File: config.mk
export PLATFORM = sky130hd
export DESIGN_NAME = fc_input_packer
export DESIGN_NICKNAME = d
export VERILOG_FILES = /design/src/rtl/ml_accel_pkg.sv /design/src/rtl/relu_requant.sv /design/src/rtl/fc_input_packer.sv
export SDC_FILE = /design/constraint.sdc
export NUM_CORES = 1
export LEC_CHECK = 0
export CORE_MARGIN = 4
export CORE_UTILIZATION = 52
export DETAILED_ROUTE_END_ITERATION = 12
export PLACE_DENSITY = 0.89
export SYNTH_ARGS = -nofsm -noshare
export SYNTH_HDL_FRONTEND = slang
export SYNTH_HIERARCHICAL = 1
export SYNTH_SLANG_ARGS = --single-unit
export TNS_END_PERCENT = 20
File: constraint.sdc
create_clock -name clk -period 3.06 [get_ports clk]
set_input_delay 0.918 -clock clk [delete_from_list [all_inputs] [get_ports clk]]
set_output_delay 0.918 -clock clk [all_outputs]
set_load 0.01 [all_outputs]
File: src/rtl/ml_accel_pkg.sv
// Shared widths, lane count and packer state encoding for the ML accelerator datapath.
package ml_accel_pkg;

  localparam int unsigned ACT_W    = 16;
  localparam int unsigned Q_W      = 8;
  localparam int unsigned FC_LANES = 8;
  localparam int unsigned Q_MAX    = 127;

  typedef enum logic [1:0] {
    FILL  = 2'd0,
    ISSUE = 2'd1,
    WAIT  = 2'd2
  } pack_state_e;

endpackage

File: src/rtl/relu_requant.sv
// Combinational ReLU, arithmetic right-shift requantization and saturation to signed int8.
module relu_requant
  import ml_accel_pkg::*;
#(
  parameter int unsigned IN_W  = ACT_W,
  parameter int unsigned OUT_W = Q_W,
  parameter int unsigned SHIFT = 4
) (
  input  logic [IN_W-1:0]  in_data,
  output logic [OUT_W-1:0] q_c,
  output logic             sat_c
);

  localparam logic [IN_W-1:0] QMAX_EXT = IN_W'(Q_MAX);

  logic [IN_W-1:0] relu;
  logic [IN_W-1:0] shifted;

  // After ReLU the value is non-negative, so a logical shift equals the arithmetic one.
  always_comb begin
    relu    = in_data[IN_W-1] ? '0 : in_data;
    shifted = relu >> SHIFT;
    sat_c   = (shifted > QMAX_EXT);
    q_c     = sat_c ? OUT_W'(Q_MAX) : shifted[OUT_W-1:0];
  end

endmodule

File: src/rtl/fc_input_packer.sv
// Packs requantized activations into an 8-lane int8 vector and hands it to the FC stage.
module fc_input_packer
  import ml_accel_pkg::*;
#(
  parameter int unsigned N_LANES = FC_LANES,
  parameter int unsigned IN_W    = ACT_W,
  parameter int unsigned OUT_W   = Q_W,
  parameter int unsigned SHIFT   = 4
) (
  input  logic                     clk,
  input  logic                     rst_n,
  input  logic [IN_W-1:0]          in_data,
  input  logic                     in_valid,
  input  logic                     in_last,
  output logic                     in_ready,
  output logic [N_LANES*OUT_W-1:0] fc_input,
  output logic                     fc_enable,
  input  logic                     fc_done,
  output logic                     busy,
  output logic [7:0]               sat_count
);

  localparam int unsigned CNT_W = (N_LANES > 1) ? $clog2(N_LANES) : 1;
  localparam logic [CNT_W-1:0] LAST_LANE = CNT_W'(N_LANES - 1);

  pack_state_e      state;
  logic [CNT_W-1:0] cnt;
  logic [OUT_W-1:0] q_c;
  logic             sat_c;
  logic             xfer_c;

  relu_requant #(
    .IN_W  (IN_W),
    .OUT_W (OUT_W),
    .SHIFT (SHIFT)
  ) u_requant (
    .in_data (in_data),
    .q_c     (q_c),
    .sat_c   (sat_c)
  );

  assign xfer_c = in_valid && in_ready;

  // FSM, lane registers and saturation counter; outputs are registered alongside the state.
  always_ff @(posedge clk or negedge rst_n) begin
    if (!rst_n) begin
      state     <= FILL;
      cnt       <= '0;
      fc_input  <= '0;
      fc_enable <= 1'b0;
      busy      <= 1'b0;
      in_ready  <= 1'b1;
      sat_count <= '0;
    end else begin
      fc_enable <= 1'b0;
      case (state)
        FILL: begin
          if (xfer_c) begin
            // Write the current lane; an early last clears the lanes above it.
            for (int unsigned k = 0; k < N_LANES; k++) begin
              if (CNT_W'(k) == cnt) begin
                fc_input[k*OUT_W +: OUT_W] <= q_c;
              end else if (in_last && (CNT_W'(k) > cnt)) begin
                fc_input[k*OUT_W +: OUT_W] <= '0;
              end
            end
            if (sat_c && (sat_count != 8'hFF)) begin
              sat_count <= sat_count + 8'd1;
            end
            if (in_last || (cnt == LAST_LANE)) begin
              state     <= ISSUE;
              cnt       <= '0;
              fc_enable <= 1'b1;
              busy      <= 1'b1;
              in_ready  <= 1'b0;
            end else begin
              cnt <= cnt + CNT_W'(1);
            end
          end
        end
        ISSUE: begin
          state <= WAIT;
        end
        WAIT: begin
          if (fc_done) begin
            state    <= FILL;
            busy     <= 1'b0;
            in_ready <= 1'b1;
          end
        end
        default: begin
          state    <= FILL;
          cnt      <= '0;
          busy     <= 1'b0;
          in_ready <= 1'b1;
        end
      endcase
    end
  end

endmodule
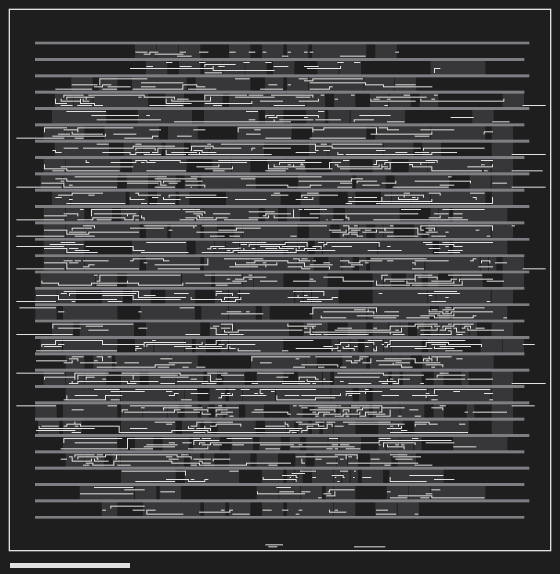
(images/met1.png)
The bar under the picture is 20 um long. Supply wires on this layer in grey.
wire length on this layer: 3730 um
nets with wire on the layer: 373
share of all routed wire: 43%
global routing usage on met1: 29.4%
total wirelength of the detailed-routed design: 8730 um
via count: 2668

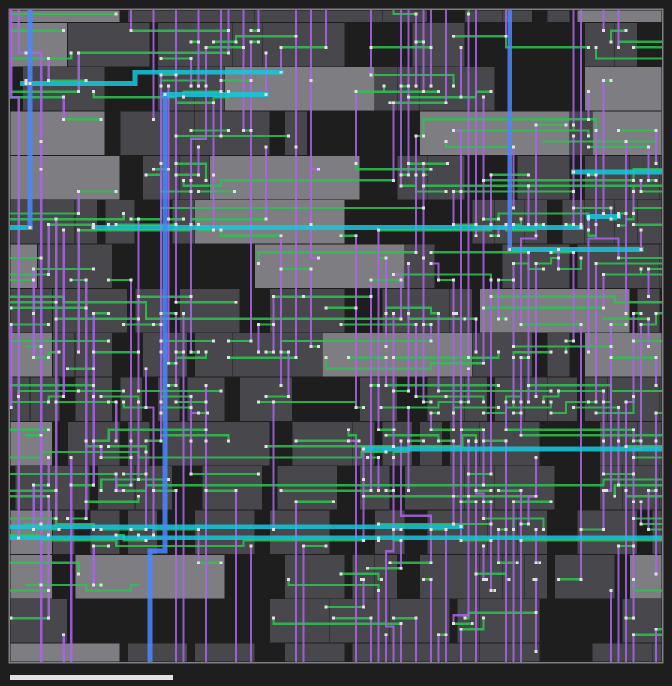
(images/zoom.png)
The bar under the picture is 10 um long. Window x 25 to 65, y 7 to 47 um. Cells in grey, sequential cells in the stronger grey; small squares are vias.
| colour | layer |
|---|---|
| cyan | met3 |
| purple | met2 |
| blue | met4 |
| green | met1 |
netlist names of flops here include: sat_count (5), fc_input (4), cnt (2)
most frequent: clkdlybuf4s50_1 (20), inv_1 (12), dfrtp_1 (12)
cells with their middle in the window: 126
sequential cells in the window: 12

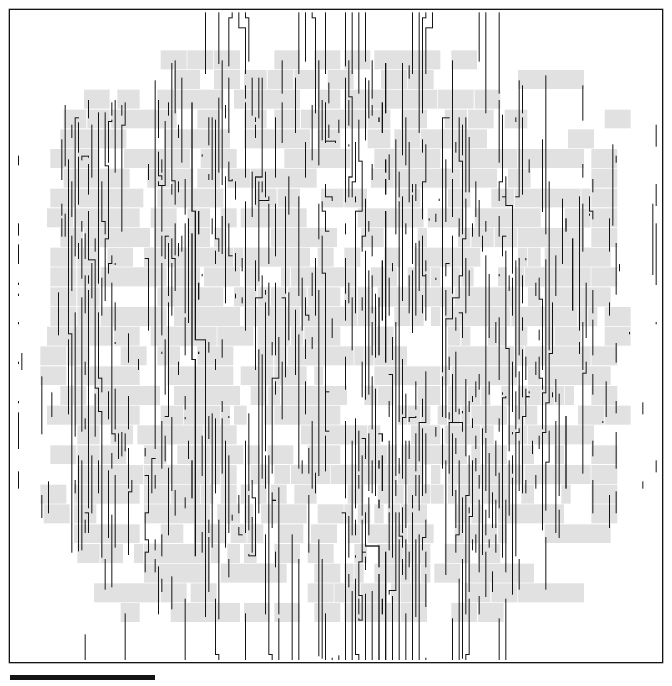
(images/met2.png)
The bar under the picture is 20 um long.
main direction: vertical
nets with wire on the layer: 363
Global Route met2 Usage: 36.5%

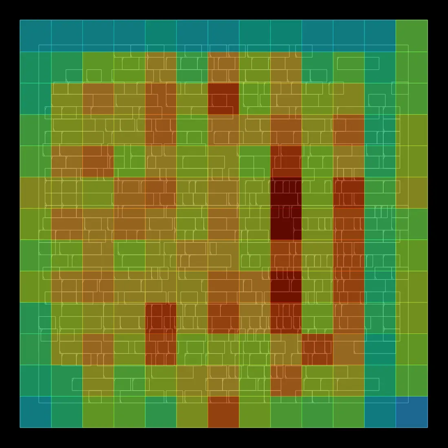
(images/final_congestion.png)
average wire per standard cell: 18.7 um
highest-utilization routing layer at the global route stage: met2
final core utilization: 70.8%
GR met3 Demand/Resource: 4.84%

==> Flow_metrics.wiki <==
=== Physical design figures ===
{| class="wikitable"
! Metric !! Value
|-
| Warning count from the yosys run || 6
|-
| Result of the run || completed
|-
| Buffer type at the clock tree root || sky130_fd_sc_hd__clkbuf_8
|-
| Maximum number of pins on one net before global-route repair || 81
|-
| Cts bufs inserted || 9
|-
| Top-area cell share || 56.8%
|-
| Flip-flop and latch count after synthesis || 80
|-
| Data required time at the worst endpoint || 3.33 ns
|-
| Post-route insts no fill || 466
|-
| Area of the synthesized netlist per yosys stat || around 3500 sq um
|-
| Shortest clock period the worst path allows after layout || 2.41 ns
|-
| Buffer count from post-CTS setup fixing || 0
|-
| Most instantiated logic cells after routing || sky130_fd_sc_hd__clkdlybuf4s50_1 (90), sky130_fd_sc_hd__dfrtp_1 (79), sky130_fd_sc_hd__a22o_1 (49)
|-
| Total overflow reported by the global router || 0
|-
| Highest clock rate || 414 MHz
|-
| Total power divided by cell area || approximately 750 nW/um^2
|-
| Number of remaining DRC errors || 0
|-
| Placed wire-length estimate || 5920 um
|-
| Xor and xnor area share after synthesis || 1.01%
|-
| Final Setup Violations || 0
|-
| Most common cell after layout, fill and taps aside || sky130_fd_sc_hd__clkdlybuf4s50_1
|}
layer usage:
layer,share of wire [%],vias to the layer above
li1,-,1236
met1,43,1325
met2,49,96
met3,6.9,11
met4,1.3,0
met5,0,-
where the power goes:
group          internal (W)  switching (W)
Clock              0.000336       0.000376
Combinational      0.000635       0.000598
Sequential          0.00129       0.000187
Total               0.00226        0.00116
path summary, 6_finish.rpt:
path                              start            to  depth (start not counted)
max                         in_data[14]  fc_input[37]                          4
min                        fc_input[17]  fc_input[17]                          1
max reg2reg                    state[1]  fc_input[59]                          5
min reg2reg                fc_input[17]  fc_input[17]                          1
max in group asynchronous         rst_n  fc_input[52]                          1
min in group asynchronous         rst_n  fc_input[61]                          1
critical path, cell delays in order:
cell	delay (ns)
sky130_fd_sc_hd__clkdlybuf4s50_1	0.52
sky130_fd_sc_hd__nor4_4	0.07
sky130_fd_sc_hd__a21oi_1	0.89
sky130_fd_sc_hd__a22o_1	0.28
cell type report:
cell class	instances	area, sq um	share of cell area (%)
Timing Repair Buffer	91	908	20.0
Tap cell	77	96.3	2.12
Inverter	15	56.3	1.24
Clock inverter	5	31.3	0.688
Multi-Input combinational cell	187	1300	28.6
Clock buffer	11	151	3.33
Sequential cell	80	2000	44.0
per-stage QoR:
step           instance area (sq um)  hold WS [ns]  power [W]
2_1_floorplan                   3480         0.507    0.00215
3_3_place_gp                    4370         0.485    0.00268
3_5_place_dp                    4370         0.484    0.00273
4_1_cts                         4550         0.507    0.00343
5_1_grt                         4550         0.524    0.00362
6_report                        4550         0.500    0.00342
state kept, by name, indices dropped and copies added, names as in the netlist:
register	cells
state	2
sat_count	8
cnt	3
in_ready	1
fc_enable	1
fc_input	64
busy	1
Power is estimated from default activity; no workload was simulated.
